==> src/rtl/if_id_queue.sv <==
// IF->ID decoupling queue: DEPTH-entry circular FIFO of {inst, inst_addr, predict_jump_enable}
// with valid/ready on both sides, occupancy count and a synchronous flush for redirects.
module if_id_queue #(
  parameter int unsigned       INST_W = 32,
  parameter int unsigned       ADDR_W = 32,
  parameter int unsigned       DEPTH  = 4,
  parameter logic [INST_W-1:0] NOP    = INST_W'(32'h00000013)
) (
  input  logic                     clk,
  input  logic                     rst_n,
  input  logic                     flush_i,
  input  logic                     push_valid_i,
  output logic                     push_ready_o,
  input  logic [INST_W-1:0]        inst_i,
  input  logic [ADDR_W-1:0]        inst_addr_i,
  input  logic                     predict_jump_enable_i,
  output logic                     pop_valid_o,
  input  logic                     pop_ready_i,
  output logic [INST_W-1:0]        inst_o,
  output logic [ADDR_W-1:0]        inst_addr_o,
  output logic                     predict_jump_enable_o,
  output logic [$clog2(DEPTH):0]   count_o
);

  localparam int unsigned PtrW = $clog2(DEPTH);
  localparam int unsigned CntW = PtrW + 1;
  localparam int unsigned EntW = INST_W + ADDR_W + 1;

  logic [EntW-1:0] mem_q [DEPTH];
  logic [PtrW-1:0] wr_ptr_q, wr_ptr_d;
  logic [PtrW-1:0] rd_ptr_q, rd_ptr_d;
  logic [CntW-1:0] count_q, count_d;
  logic            push, pop;
  logic [EntW-1:0] head;

  assign push_ready_o = (count_q != CntW'(DEPTH));
  assign pop_valid_o  = (count_q != '0);
  assign push         = push_valid_i & push_ready_o;
  assign pop          = pop_valid_o & pop_ready_i;
  assign count_o      = count_q;

  // Pointers are exactly log2(DEPTH) bits, so increment wraps modulo DEPTH for free.
  always_comb begin
    wr_ptr_d = wr_ptr_q;
    rd_ptr_d = rd_ptr_q;
    count_d  = count_q;
    if (flush_i) begin
      wr_ptr_d = '0;
      rd_ptr_d = '0;
      count_d  = '0;
    end else begin
      if (push) wr_ptr_d = wr_ptr_q + 1'b1;
      if (pop)  rd_ptr_d = rd_ptr_q + 1'b1;
      if (push && !pop) begin
        count_d = count_q + 1'b1;
      end else if (pop && !push) begin
        count_d = count_q - 1'b1;
      end
    end
  end

  always_ff @(posedge clk or negedge rst_n) begin
    if (!rst_n) begin
      wr_ptr_q <= '0;
      rd_ptr_q <= '0;
      count_q  <= '0;
    end else begin
      wr_ptr_q <= wr_ptr_d;
      rd_ptr_q <= rd_ptr_d;
      count_q  <= count_d;
    end
  end

  // Storage needs no reset; occupancy alone defines which entries are live.
  always_ff @(posedge clk) begin
    if (push && !flush_i) begin
      mem_q[wr_ptr_q] <= {inst_i, inst_addr_i, predict_jump_enable_i};
    end
  end

  always_comb begin
    head                  = mem_q[rd_ptr_q];
    inst_o                = NOP;
    inst_addr_o           = '0;
    predict_jump_enable_o = 1'b0;
    if (pop_valid_o) begin
      {inst_o, inst_addr_o, predict_jump_enable_o} = head;
    end
  end

endmodule

==> config.mk <==
export PLATFORM = sky130hd
export DESIGN_NAME = if_id_queue
export DESIGN_NICKNAME = d
export VERILOG_FILES = /design/src/rtl/if_id_queue.sv
export SDC_FILE = /design/constraint.sdc
export NUM_CORES = 1
export LEC_CHECK = 0
export CAP_MARGIN = 15
export CORE_MARGIN = 5
export CORE_UTILIZATION = 45
export CTS_CLUSTER_SIZE = 28
export DETAILED_ROUTE_END_ITERATION = 8
export GPL_ROUTABILITY_DRIVEN = 0
export PLACE_DENSITY = 0.75
export SLEW_MARGIN = 25
export SYNTH_ARGS = -nofsm -noshare
export SYNTH_HDL_FRONTEND = slang
export SYNTH_SLANG_ARGS = --single-unit
==> constraint.sdc <==
create_clock -name clk -period 3.3 [get_ports clk]
set_clock_uncertainty 0.05 [all_clocks]
set_input_delay 0.99 -clock clk [delete_from_list [all_inputs] [get_ports clk]]
set_output_delay 0.99 -clock clk [all_outputs]
set_load 0.05 [all_outputs]
==> tab_implementation.tex <==
% Generated from flow reports
\begin{tabular}{lr}
\hline
Metric & Value \\
\hline
\multicolumn{2}{l}{\textbf{Run status}} \\
\quad Result of the run & completed \\
\multicolumn{2}{l}{\textbf{Final timing}} \\
\quad Number of slew-limit violations in the final report & 0 \\
\quad Setup repair after global routing missed its margin & yes \\
\quad Max Fclk & 308 MHz \\
\quad Fin crit period & 3240 ps \\
\quad Setup TNS & 0 ps \\
\quad Number of hold violations in the final report & 0 \\
\quad Pin slew with the least headroom to its limit & 519 ps \\
\quad Hold Worst Slack & $\sim$540 ps \\
\quad Normalized max-slew margin & 0.653 \\
\quad Post-route clock period utilization & 0.983 \\
\multicolumn{2}{l}{\textbf{Critical path}} \\
\quad WS Path Type & reg2out \\
\quad Arrival time at the worst endpoint & $\sim$2200 ps \\
\quad Cell occurring most often along the worst timing path & sky130\_fd\_sc\_hd\_\_buf\_4 \\
\quad Critical path cell sequence & buf\_4 -> mux4\_2 -> or2\_1 -> buf\_4 \\
\quad Total stage count of the critical path & 4 \\
\quad Critical R2R Capture & count\_o[2] \\
\quad CP Data Required Time & 2260 ps \\
\quad Cell family with most CP delay & multiplexers \\
\quad Largest incremental delay on the critical path & 530 ps \\
\multicolumn{2}{l}{\textbf{Yosys}} \\
\quad Yosys synthesis chip area & 10400 um2 \\
\quad Synth Seq Share & 0.771 \\
\quad Yosys warning count & 0 \\
\quad Leading area contributor after synthesis & sky130\_fd\_sc\_hd\_\_edfxtp\_1 \\
\quad Largest family of logic cells by area & multiplexers \\
\quad Instance count of the mapped netlist & around 480 \\
\quad Most instantiated cells after synthesis & sky130\_fd\_sc\_hd\_\_edfxtp\_1 (260), sky130\_fd\_sc\_hd\_\_mux4\_2 (65), sky130\_fd\_sc\_hd\_\_nor2b\_1 (62), sky130\_fd\_sc\_hd\_\_clkbuf\_1 (12), sky130\_fd\_sc\_hd\_\_buf\_2 (9) \\
\quad Post-synth EDFFs & 260 \\
\quad Portion of netlist area occupied by mux cells & 0.144 \\
\quad Distinct lib cells & 32 \\
\quad Yosys cell count & 475 \\
\quad Area fraction in compound gates & 0.0101 \\
\quad Synthesized registers & 267 \\
\quad Average footprint of a synthesized cell & 21.8 um2 \\
\quad Cell types with the largest area share after synthesis & sky130\_fd\_sc\_hd\_\_edfxtp\_1 (75\%), sky130\_fd\_sc\_hd\_\_mux4\_2 (14\%), sky130\_fd\_sc\_hd\_\_nor2b\_1 (3.7\%) \\
\multicolumn{2}{l}{\textbf{Finish}} \\
\quad Fill cell count & 1578 \\
\quad Share of final layout cell area taken by non-clock buffers & 0.145 \\
\quad Fraction of standard cell area that is sequential & 0.594 \\
\quad Non-CTS buffers & 162 \\
\quad Fraction of area in multi-input gates & 0.165 \\
\quad Non-CTS inverters & 8 \\
\quad Most common library cell in the layout ignoring fill and taps & sky130\_fd\_sc\_hd\_\_edfxtp\_1 \\
\quad Share of layout cells above drive strength 1 & 0.315 \\
\quad FF+latch area & 7990 um2 \\
\quad Net total in the final layout & 713 \\
\quad Proportion of cell area spent on the clock network & 0.0673 \\
\quad Most frequent cells in the layout & sky130\_fd\_sc\_hd\_\_edfxtp\_1 (260), sky130\_fd\_sc\_hd\_\_clkdlybuf4s50\_1 (73), sky130\_fd\_sc\_hd\_\_mux4\_2 (65) \\
\quad Area growth from synthesis to final layout & 29.9\% \\
\quad Area used by multi-input combinational logic & 2220 um2 \\
\quad Biggest area consumer among cell classes & registers \\
\quad Number of multi-input combinational cells in the layout & 173 \\
\quad Number of flip-flops and latches & 267 \\
\multicolumn{2}{l}{\textbf{Pwr}} \\
\quad Part of the total power dissipated in the clock network & 0.254 \\
\quad Leakage & roughly 4.4 nW \\
\quad Combinational group power & 4.95 mW \\
\quad Switching power of the nets & 4.20 mW \\
\quad Relative contribution of combinational cells to total power & 0.412 \\
\quad Clock network power consumption & between 3 and 4 mW \\
\quad Power attributed to sequential cells & 4.02 mW \\
\quad Max rail drop VDD & $\sim$0.9 mV \\
\multicolumn{2}{l}{\textbf{Worst hold path}} \\
\quad Path class of the lowest-slack min-delay path & reg2reg \\
\quad Start point of the worst hold path & wr\_ptr\_q[1] \\
\multicolumn{2}{l}{\textbf{Route}} \\
\quad Drt first-iter violations & 372 \\
\quad Count of vias placed by the detailed router & 5038 \\
\quad Number of iterations in the first detailed-routing pass & 4 \\
\quad Detailed-route wire length per cell & 21.3 um \\
\quad Number of nets with antenna violations after detailed routing & 0 \\
\quad Routed wl met2 & 10100 um \\
\quad Met3 Wirelength & 1160 um \\
\quad Number of vias per cell & between 5 and 6 \\
\quad Metal1 wirelength & $\sim$8500 um \\
\quad Total length of routed wires & about 20000 um \\
\multicolumn{2}{l}{\textbf{Placed design}} \\
\quad Cell Area, Placed & 12500 um2 \\
\quad HPWL Detailed & 12500 um \\
\multicolumn{2}{l}{\textbf{Clock network}} \\
\quad Count of cells resized by post-cts repair & 1 \\
\quad H-tree levels & 1 \\
\quad Sink count of the clock tree & about 270 \\
\quad \# Post-CTS Setup Buffers & 3 \\
\quad TritonCTS clock tree & built \\
\multicolumn{2}{l}{\textbf{Floorplanning}} \\
\quad Row count & 55 \\
\quad Die area & between 20000 and 30000 um2 \\
\quad Floorplan utilization & 0.458 \\
\multicolumn{2}{l}{\textbf{Global route}} \\
\quad First-pass GRT wire length & approximately 31000 um \\
\quad Initial antenna violation count & 0 \\
\quad Pin count of the biggest net entering global routing & 66 \\
\quad Grt ovf & 0 \\
\multicolumn{2}{l}{\textbf{Run}} \\
\quad Number of max-cap violations & 0 \\
\hline
\end{tabular}
==> through the flow <==
| step | total power [mW] | instances |
|---|---|---|
| 5_1_grt | 12.5 | 943 |
| 2_1_floorplan | 7.09 | 475 |
| 3_3_place_gp | 9.02 | 891 |
| 4_1_cts | 12.2 | 942 |
| 6_report | 12.0 | 943 |
| 3_5_place_dp | 9.06 | 891 |
==> layer usage <==
metal / vias to the layer above / track usage
li1: 2249 / -
met1: 2597 / 0.212
met2: 162 / 0.261
met3: 30 / 0.0272
met4: 0 / 0.0361
met5: - / 0
==> sequential cells by signal, summed over array words and instances, names as in the netlist <==
register and flops:
count_o 3, mem_q 260, rd_ptr_q 2, wr_ptr_q 2
==> images/final_clocks.png <==
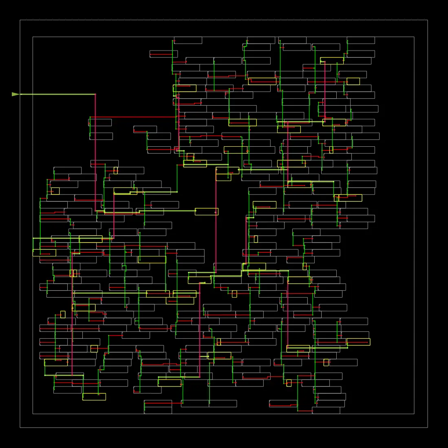
number of buffers created by CTS: 26
insertion delay of the later-clocked pin in the worst-skew pair: 510 ps

==> images/met3.png <==
Scale: 3 px per um. Cells faint in the background.
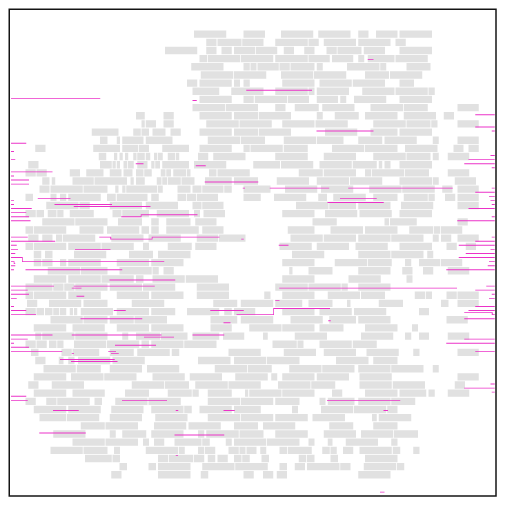
The layer holds 5.8% of the routed length. The longest straight run is 58.9 um. The layer carries 1160 um of wire.

==> images/pins.png <==
Scale: 2 px per um. Pins as bars across the die edge, other pins in grey.
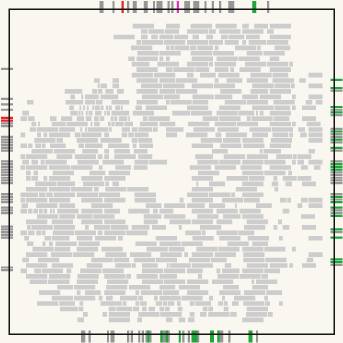
inst_addr_o: in green, pins 32, direction output, edge 18 right, 12 bottom, 2 top. predict_jump_enable_o: in magenta, pins 1, direction output, edge top. count_o: in red, pins 3, direction output, edge 2 left, 1 top.
die boundary width: 162 um
Die Y-Extent: 162 um

No activity file was given, so power comes from the tool's default toggle rates.
